**config.mk**
```make
export PLATFORM = sky130hd
export DESIGN_NAME = tmr_redundancy_ctrl_flat
export DESIGN_NICKNAME = d
export VERILOG_FILES = /design/src/rtl/tmr_redundancy_ctrl_if.sv /design/src/rtl/tmr_redundancy_ctrl.sv /design/src/flat_wrapper.sv
export SDC_FILE = /design/constraint.sdc
export NUM_CORES = 1
export LEC_CHECK = 0
export CORE_ASPECT_RATIO = 1.2
export CORE_UTILIZATION = 44
export DETAILED_ROUTE_END_ITERATION = 16
export GPL_TIMING_DRIVEN = 0
export HOLD_SLACK_MARGIN = 0.06
export PLACE_DENSITY_LB_ADDON = 0.15
export SYNTH_ARGS = -nofsm -noshare
export SYNTH_HDL_FRONTEND = slang
export SYNTH_SLANG_ARGS = --single-unit
```
**constraint.sdc**
```tcl
create_clock -name clk -period 4.7 [get_ports clk]
set_input_delay 0.705 -clock clk [delete_from_list [all_inputs] [get_ports clk]]
set_output_delay 0.705 -clock clk [all_outputs]
set_load 0.02 [all_outputs]
```
**src/rtl/tmr_redundancy_ctrl_if.sv**
```systemverilog
// Control/status bundle between the mode decoder, the redundancy controller and the replica/voter array.
interface tmr_redundancy_ctrl_if;
    logic [1:0] mode;
    logic [3:0] err_rate;
    logic [2:0] fault;
    logic [2:0] en;
    logic [2:0] rsync;
    logic       tmr_active;
    logic [2:0] state_o;
    logic [2:0] dead;

    modport master (
        output mode, err_rate, fault,
        input  en, rsync, tmr_active, state_o, dead
    );

    modport slave (
        input  mode, err_rate, fault,
        output en, rsync, tmr_active, state_o, dead
    );
endinterface

```
**src/rtl/tmr_redundancy_ctrl.sv**
```systemverilog
// Dynamic-TMR redundancy controller: replica enables, resync pulses, quarantine and retirement.
// Optional macro STRIKE_DECAY_EN: strikes decay after 256 fault-free TMR cycles per enabled replica.
module tmr_redundancy_ctrl #(
    parameter int unsigned ERR_HI      = 8,
    parameter int unsigned ERR_LO      = 4,
    parameter int unsigned WARMUP      = 4,
    parameter int unsigned HOLD        = 16,
    parameter int unsigned RETRY       = 32,
    parameter int unsigned FAULT_LIMIT = 3
) (
    input  logic                 clk,
    input  logic                 rst,
    tmr_redundancy_ctrl_if.slave bus
);

    localparam int unsigned TMAX_WH = (WARMUP > HOLD) ? WARMUP : HOLD;
    localparam int unsigned TMAX    = (TMAX_WH > RETRY) ? TMAX_WH : RETRY;
    localparam int unsigned TW      = $clog2(TMAX) + 1;
    localparam int unsigned SW      = $clog2(FAULT_LIMIT + 1);

    localparam logic [3:0]    E_HI    = 4'(ERR_HI);
    localparam logic [3:0]    E_LO    = 4'(ERR_LO);
    localparam logic [TW-1:0] W_LAST  = TW'(WARMUP - 1);
    localparam logic [TW-1:0] D_HOLD  = TW'(HOLD);
    localparam logic [TW-1:0] T_RETRY = TW'(RETRY);
    localparam logic [SW-1:0] S_LIMIT = SW'(FAULT_LIMIT);

    typedef enum logic [2:0] {
        ST_SIMPLEX = 3'd0,
        ST_WARMUP  = 3'd1,
        ST_TMR     = 3'd2,
        ST_SLEEP   = 3'd3
    } state_t;

    state_t             state_q, state_nx;
    logic [2:0]         en_q, en_nx;
    logic [2:0]         rsync_q, rsync_nx;
    logic [2:0]         dead_q, dead_nx;
    logic               tmr_q, tmr_nx;
    logic [2:0]         quar_q, quar_nx;
    logic [2:0][TW-1:0] qtmr_q, qtmr_nx;
    logic [2:0][SW-1:0] strike_q, strike_nx;
    logic [TW-1:0]      warm_q, warm_nx;
    logic [TW-1:0]      dwell_q, dwell_nx, dwell_inc;
    logic [2:0]         fault_v, qset, qexp, decay;
    logic               go_tmr, exit_ok;

    function automatic logic [1:0] pop3(input logic [2:0] v);
        return {1'b0, v[0]} + {1'b0, v[1]} + {1'b0, v[2]};
    endfunction

    function automatic logic [2:0] primary(input logic [2:0] live);
        logic [2:0] r;
        r = 3'b000;
        if (live[0])      r = 3'b001;
        else if (live[1]) r = 3'b010;
        else if (live[2]) r = 3'b100;
        return r;
    endfunction

    // Voter flags are only meaningful with all three replicas voting; disabled replicas never strike.
    assign fault_v   = bus.fault & en_q & {3{tmr_q && (state_q == ST_TMR)}};
    assign dwell_inc = (dwell_q >= D_HOLD) ? D_HOLD : dwell_q + TW'(1);

`ifdef STRIKE_DECAY_EN
    logic [2:0][7:0] calm_q, calm_nx;

    always_comb begin
        calm_nx = calm_q;
        decay   = '0;
        for (int unsigned k = 0; k < 3; k++) begin
            if (state_q == ST_TMR && en_q[k]) begin
                if (fault_v[k]) begin
                    calm_nx[k] = '0;
                end else begin
                    calm_nx[k] = calm_q[k] + 8'd1;
                    decay[k]   = (calm_q[k] == 8'hFF);
                end
            end
        end
    end

    always_ff @(posedge clk or posedge rst) begin
        if (rst) calm_q <= '0;
        else     calm_q <= calm_nx;
    end
`else
    assign decay = '0;
`endif

    // Strike bookkeeping; a fault on a replica outranks its own retry expiry.
    always_comb begin
        dead_nx   = dead_q;
        strike_nx = strike_q;
        qset      = '0;
        qexp      = '0;
        for (int unsigned k = 0; k < 3; k++) begin
            if (fault_v[k]) begin
                if (strike_q[k] != S_LIMIT) strike_nx[k] = strike_q[k] + SW'(1);
                if (strike_nx[k] == S_LIMIT) dead_nx[k] = 1'b1;
                else                         qset[k]    = 1'b1;
            end else begin
                if (decay[k] && !dead_q[k] && strike_q[k] != '0)
                    strike_nx[k] = strike_q[k] - SW'(1);
                qexp[k] = quar_q[k] && (qtmr_q[k] == TW'(1));
            end
        end
    end

    always_comb begin
        go_tmr  = (pop3(~dead_q) >= 2'd2) &&
                  ((bus.mode == 2'd2) ||
                   (bus.mode == 2'd0 && bus.err_rate >= E_HI) ||
                   (bus.mode == 2'd1 && (bus.err_rate >= E_HI || bus.err_rate != 4'd0)));
        exit_ok = (dwell_inc >= D_HOLD) &&
                  ((bus.mode == 2'd0 && bus.err_rate <= E_LO) ||
                   (bus.mode == 2'd1 && bus.err_rate == 4'd0));
        state_nx = state_q;
        if (bus.mode == 2'd3) begin
            state_nx = ST_SLEEP;
        end else begin
            case (state_q)
                ST_SIMPLEX: if (go_tmr) state_nx = ST_WARMUP;
                ST_WARMUP:  if (warm_q == W_LAST) state_nx = ST_TMR;
                ST_TMR:     if (pop3(~dead_nx) < 2'd2 || exit_ok) state_nx = ST_SIMPLEX;
                default:    state_nx = ST_SIMPLEX;
            endcase
        end
    end

    // Quarantine state only survives TMR->TMR; every other transition starts it clean.
    always_comb begin
        en_nx    = '0;
        rsync_nx = '0;
        quar_nx  = '0;
        qtmr_nx  = '0;
        warm_nx  = '0;
        dwell_nx = '0;
        case (state_nx)
            ST_SIMPLEX: en_nx = primary(~dead_nx);
            ST_WARMUP: begin
                en_nx = ~dead_nx & ~quar_nx;
                if (state_q == ST_WARMUP) warm_nx  = warm_q + TW'(1);
                else                      rsync_nx = en_nx & ~en_q;
            end
            ST_TMR: begin
                if (state_q == ST_TMR) begin
                    dwell_nx = dwell_inc;
                    for (int unsigned k = 0; k < 3; k++) begin
                        if (qset[k]) begin
                            quar_nx[k] = 1'b1;
                            qtmr_nx[k] = T_RETRY;
                        end else if (qexp[k]) begin
                            rsync_nx[k] = 1'b1;
                        end else if (quar_q[k]) begin
                            quar_nx[k] = 1'b1;
                            qtmr_nx[k] = qtmr_q[k] - TW'(1);
                        end
                    end
                end
                en_nx = ~dead_nx & ~quar_nx;
            end
            default: ;
        endcase
        tmr_nx = (state_nx == ST_TMR) && (en_nx == 3'b111);
    end

    always_ff @(posedge clk or posedge rst) begin
        if (rst) begin
            state_q  <= ST_SIMPLEX;
            en_q     <= 3'b001;
            rsync_q  <= '0;
            tmr_q    <= 1'b0;
            dead_q   <= '0;
            quar_q   <= '0;
            qtmr_q   <= '0;
            strike_q <= '0;
            warm_q   <= '0;
            dwell_q  <= '0;
        end else begin
            state_q  <= state_nx;
            en_q     <= en_nx;
            rsync_q  <= rsync_nx;
            tmr_q    <= tmr_nx;
            dead_q   <= dead_nx;
            quar_q   <= quar_nx;
            qtmr_q   <= qtmr_nx;
            strike_q <= strike_nx;
            warm_q   <= warm_nx;
            dwell_q  <= dwell_nx;
        end
    end

    assign bus.en         = en_q;
    assign bus.rsync      = rsync_q;
    assign bus.tmr_active = tmr_q;
    assign bus.state_o    = state_q;
    assign bus.dead       = dead_q;

endmodule

```
**src/flat_wrapper.sv**
```systemverilog
// flat-port wrapper written by rule: the top's interface ports become plain ports
module tmr_redundancy_ctrl_flat 
#(
    parameter int unsigned ERR_HI      = 8,
    parameter int unsigned ERR_LO      = 4,
    parameter int unsigned WARMUP      = 4,
    parameter int unsigned HOLD        = 16,
    parameter int unsigned RETRY       = 32,
    parameter int unsigned FAULT_LIMIT = 3
)
  (clk, rst, bus_mode, bus_err_rate, bus_fault, bus_en, bus_rsync, bus_tmr_active, bus_state_o, bus_dead);
  tmr_redundancy_ctrl_if bus_i ();
  input  logic clk;
  input  logic rst;
  input wire logic [$bits(bus_i.mode)-1:0] bus_mode;
  input wire logic [$bits(bus_i.err_rate)-1:0] bus_err_rate;
  input wire logic [$bits(bus_i.fault)-1:0] bus_fault;
  output wire logic [$bits(bus_i.en)-1:0] bus_en;
  output wire logic [$bits(bus_i.rsync)-1:0] bus_rsync;
  output wire logic [$bits(bus_i.tmr_active)-1:0] bus_tmr_active;
  output wire logic [$bits(bus_i.state_o)-1:0] bus_state_o;
  output wire logic [$bits(bus_i.dead)-1:0] bus_dead;
  assign bus_i.mode = bus_mode;
  assign bus_i.err_rate = bus_err_rate;
  assign bus_i.fault = bus_fault;
  assign bus_en = bus_i.en;
  assign bus_rsync = bus_i.rsync;
  assign bus_tmr_active = bus_i.tmr_active;
  assign bus_state_o = bus_i.state_o;
  assign bus_dead = bus_i.dead;
  tmr_redundancy_ctrl #(.ERR_HI(ERR_HI), .ERR_LO(ERR_LO), .WARMUP(WARMUP), .HOLD(HOLD), .RETRY(RETRY), .FAULT_LIMIT(FAULT_LIMIT)) u_core (.clk(clk), .rst(rst), .bus(bus_i));
endmodule
```
==> out/results.txt <==
number of levels the H-tree was split into = 2
clock tree sinks = 52
FFs w/ async S/R, synth = 1.00
kind of start point of the critical path = input port
P per Cell Area = 292 nW/um^2
count of state elements after synthesis = 52
Clk Latency, worst-skew pair = 310 ps
dominant cell by count in the synthesized netlist = sky130_fd_sc_hd__dfrtp_1
dominant cell type by area after synthesis = sky130_fd_sc_hd__dfrtp_1
Synth Flop Type = sky130_fd_sc_hd__dfrtp_1
worst ir drop on vdd = 166 uV
wire length of the first global-routing pass = 7.90 mm
height of the die = 85.1 um
initial drt markers = 82
final hold slack = 466 ps
routability cong. = 0.764
Netlist Area Pre-Place = 2530 sq um
count of max-cap constraint violations = 0
number of remaining DRC errors = 1
parity-gate share of the synthesized area counting xor and xnor cells = 0.0622
endpoint kind of the worst setup timing path = flop
Final Cycle Share = 0.620
post-synthesis simple-gate area fraction = 0.219
Cells after Synth = 232
critical path required time = 4940 ps
floorplan die width = 71.3 um
clock tree from TritonCTS = built
average via count per standard cell = 5.33
share of layout cells above drive strength 1 = 0.0981
final number of hold-violating endpoints = 0
Max-slew headroom = 0.588
relative area change from synthesis to final layout = 17.3%
final setup violation count = 0
count of library flops with an enable pin = 0
global-route total usage across every layer = 0.169
outcome = finished, violations left
highest clock frequency the design can meet = 343 MHz
diode insertion count for antenna repair = 0
standby leakage power = 1.37 nW
buffer levels on the longest clock path = 2
final antenna-violating net count = 0
setup repair after global routing missed its margin = no
and-or/or-and share of the synthesized area = 0.118
violated checks = DRC
iteration tally of the first detailed-router pass = 10
Final TNS setup = 0 ps
Worst Path Max Fanout = 6
ranking of synthesized cells by area = sky130_fd_sc_hd__dfrtp_1 (50%), sky130_fd_sc_hd__ha_1 (4.9%), sky130_fd_sc_hd__nor2_1 (4.7%)
area figure in the yosys stat output = 2530 sq um
clock tree root buffer cell = sky130_fd_sc_hd__clkbuf_8
initial antenna violation count = 0
final routed wire length divided by cell count = 14.4 um
Cell variety after synth = 55
setup ws final = 1790 ps
Synth top cells by count = sky130_fd_sc_hd__dfrtp_1 (51), sky130_fd_sc_hd__nor2_1 (32), sky130_fd_sc_hd__inv_1 (12)
number of buffers added by the clock tree synthesis step = 5
number of buffers inserted by hold repair at cts = 0
tally of yosys warning messages = 0
pin count of the biggest net entering global routing = 43
clock-pin slew reported for the worst setup and hold paths after clock tree synthesis = 80 ps
Chip Area = 6070 sq um
dominant combinational cell family by area after synthesis = simple AND/OR/NAND/NOR gates
minimum period implied by the final worst setup slack = 2910 ps
fraction of synthesized area in multiplexers = 0.00840
final-report max-slew violation count = 0
Yosys top cell area share = 0.504
total congestion overflow after global routing = 0
tool warning count = 29
HPWL after detailed placement = 3.40 mm
count of instantiated cells in the yosys netlist = 232
post-CTS setup-driven buffer insertion count = 0
post-synthesis average cell area = 10.9 sq um
maximum clock skew at final layout = 11.8 ps
Adders+Majority by Area = 0.0494
via count of the first global-routing pass = 1,746
critical path arrival = 3150 ps
number of rows created at floorplan = 29
number of nets in the final layout = 285
Worst-Margin Slew = 617 ps
minimum setup slack after placement = 1470 ps
critical path start-end classification = in2reg
CTS resizes = 0
share of synthesized area occupied by flip-flops and latches = 0.514
class of the tightest hold or removal check = reg2reg
-- stage by stage --
step                cell area (sq um)  cells  power [mW]  utilization
finish                           2970    327       0.869        0.550
global route                     2970    327       0.906        0.550
CTS                              2970    327       0.882        0.550
detailed placement               2870    319       0.578        0.530
global placement                 2850    318       0.575        0.526
floorplan                        2540    233       0.535            -
-- cells in the final DEF, fill, tap and decap left out, drive strengths merged, types with 4 or more instances in the layout --
cell type,Yosys,routed
dfrtp,51,51
nor2,33,33
clkdlybuf4s50,0,23
nand2,12,12
inv,12,12
xnor2,11,11
a21oi,10,10
ha,10,10
nor3,9,9
nand3,8,8
xor2,7,7
clkbuf,1,7
nand3b,5,5
a21o,4,4
o21ai,4,4
-- per-layer routing --
metal / GRT usage / up-vias / part of all wire
met5: 0 / - / 0
met4: 0.0655 / 0 / 0.016
met3: 0.0404 / 6 / 0.030
met1: 0.208 / 843 / 0.46
li1: - / 869 / -
met2: 0.285 / 26 / 0.49
-- worst max-delay path, cell delays in order --
cell and delay [ps]:
sky130_fd_sc_hd__clkdlybuf4s50_1 430, sky130_fd_sc_hd__and3_1 190, sky130_fd_sc_hd__and2_1 180, sky130_fd_sc_hd__a21oi_1 260
sky130_fd_sc_hd__ha_1 280, sky130_fd_sc_hd__nor2b_1 130, sky130_fd_sc_hd__o221ai_1 220, sky130_fd_sc_hd__o21ai_2 90
sky130_fd_sc_hd__or3b_1 370, sky130_fd_sc_hd__clkbuf_1 170, sky130_fd_sc_hd__nor2_1 130
-- kinds of logic (layout without fill, tap and decap cells) --
group | count (synthesis) | count (layout)
AOI/OAI and AO/OA | 38 | 38
and+or+nand+nor | 96 | 96
adders and majority gates | 10 | 10
xor gates and xnor gates | 18 | 18
buffers and inverters | 15 | 47
DFF | 52 | 52
muxes | 2 | 2
other | 1 | 2
-- layout make-up --
type                    count  area (sq um)
inverters                  12          45.0
fillers                   483          2430
clock inverters             2          35.0
plain buffers               3          26.3
flip-flops and latches     52          1300
multi-input cells         166          1160
well taps                  62          77.6
repair buffers             24           250
clock buffers               6          72.6
-- state kept, by name (all words and copies together), names as in the netlist --
register / cells
u_core.bus.en: 3
u_core.dwell_q: 6
u_core.bus.dead: 3
u_core.bus.tmr_active: 1
u_core.qtmr_q: 18
u_core.bus.state_o: 3
u_core.bus.rsync: 3
u_core.quar_q: 3
u_core.warm_q: 6
u_core.strike_q: 6
-- worst paths after layout --
| check | depth (start not counted) | startpoint | endpoint | slack (ps) |
|---|---|---|---|---|
| min in group asynchronous | 2 | rst | u_core.qtmr_q[0] | 630 |
| hold / removal | 1 | u_core.warm_q[0] | u_core.warm_q[0] | 470 |
| hold reg to reg | 1 | u_core.warm_q[0] | u_core.warm_q[0] | 470 |
| setup / recovery | 11 | bus_fault[2] | u_core.warm_q[3] | 1790 |
| setup reg to reg | 10 | u_core.bus.state_o[0] | u_core.warm_q[3] | 1930 |
| max in group asynchronous | 3 | rst | u_core.bus.en[0] | 3520 |
-- power breakdown --
part | internal (mW) | switching, mW | total [mW] | leakage, nW
sequential | 0.462 | 0.0144 | 0.476 | 0.709
combinational | 0.0447 | 0.0473 | 0.0920 | 0.603
clock | 0.158 | 0.143 | 0.301 | 0.0552
Figure 1. Port wiring.
(4 px per um)
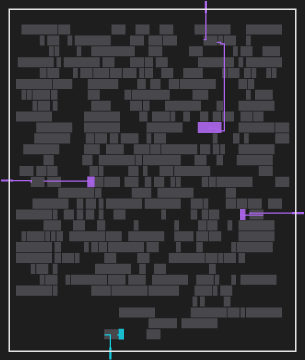
port	color	bits	direction	end cells	buffers	wire
rst	cyan	1	input	1	1	5.40 um
bus_fault	purple	3	input	4	3	70.9 um
count of port buffers added during placement: 23
I/O pins: 24

Figure 2. Met1 routing.
(6 px per um) Supply wires on this layer in gray.
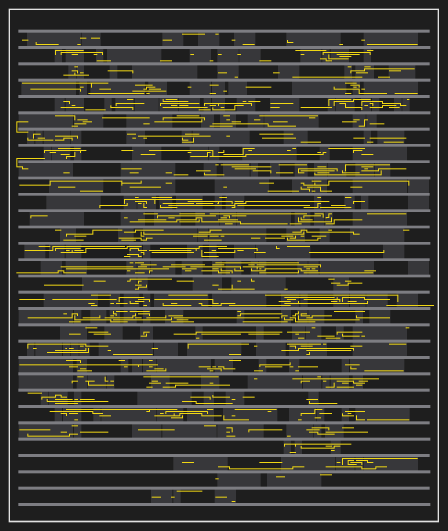
nets with wire on the layer	263
main direction	horizontal
share of all routed wire	46%
final wirelength: 4.70 mm
total vias in the final route: 1,744
global-route met1 utilization: 0.208

Figure 3. Cell area per tile.
(4 px per um) The die is cut into 7 by 9 equal tiles; dark blue is low, red is high, 0 to 100% covered.
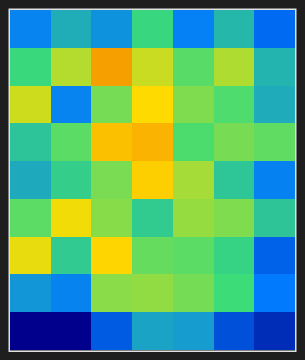
fullest tile	82%
mean over tiles	48%
densest ninth of the die	center
nearly empty tiles	3.2%
placeable core region: 5410 sq um
floorplan core density: 0.469

No activity file was given, so power comes from the tool's default toggle rates.
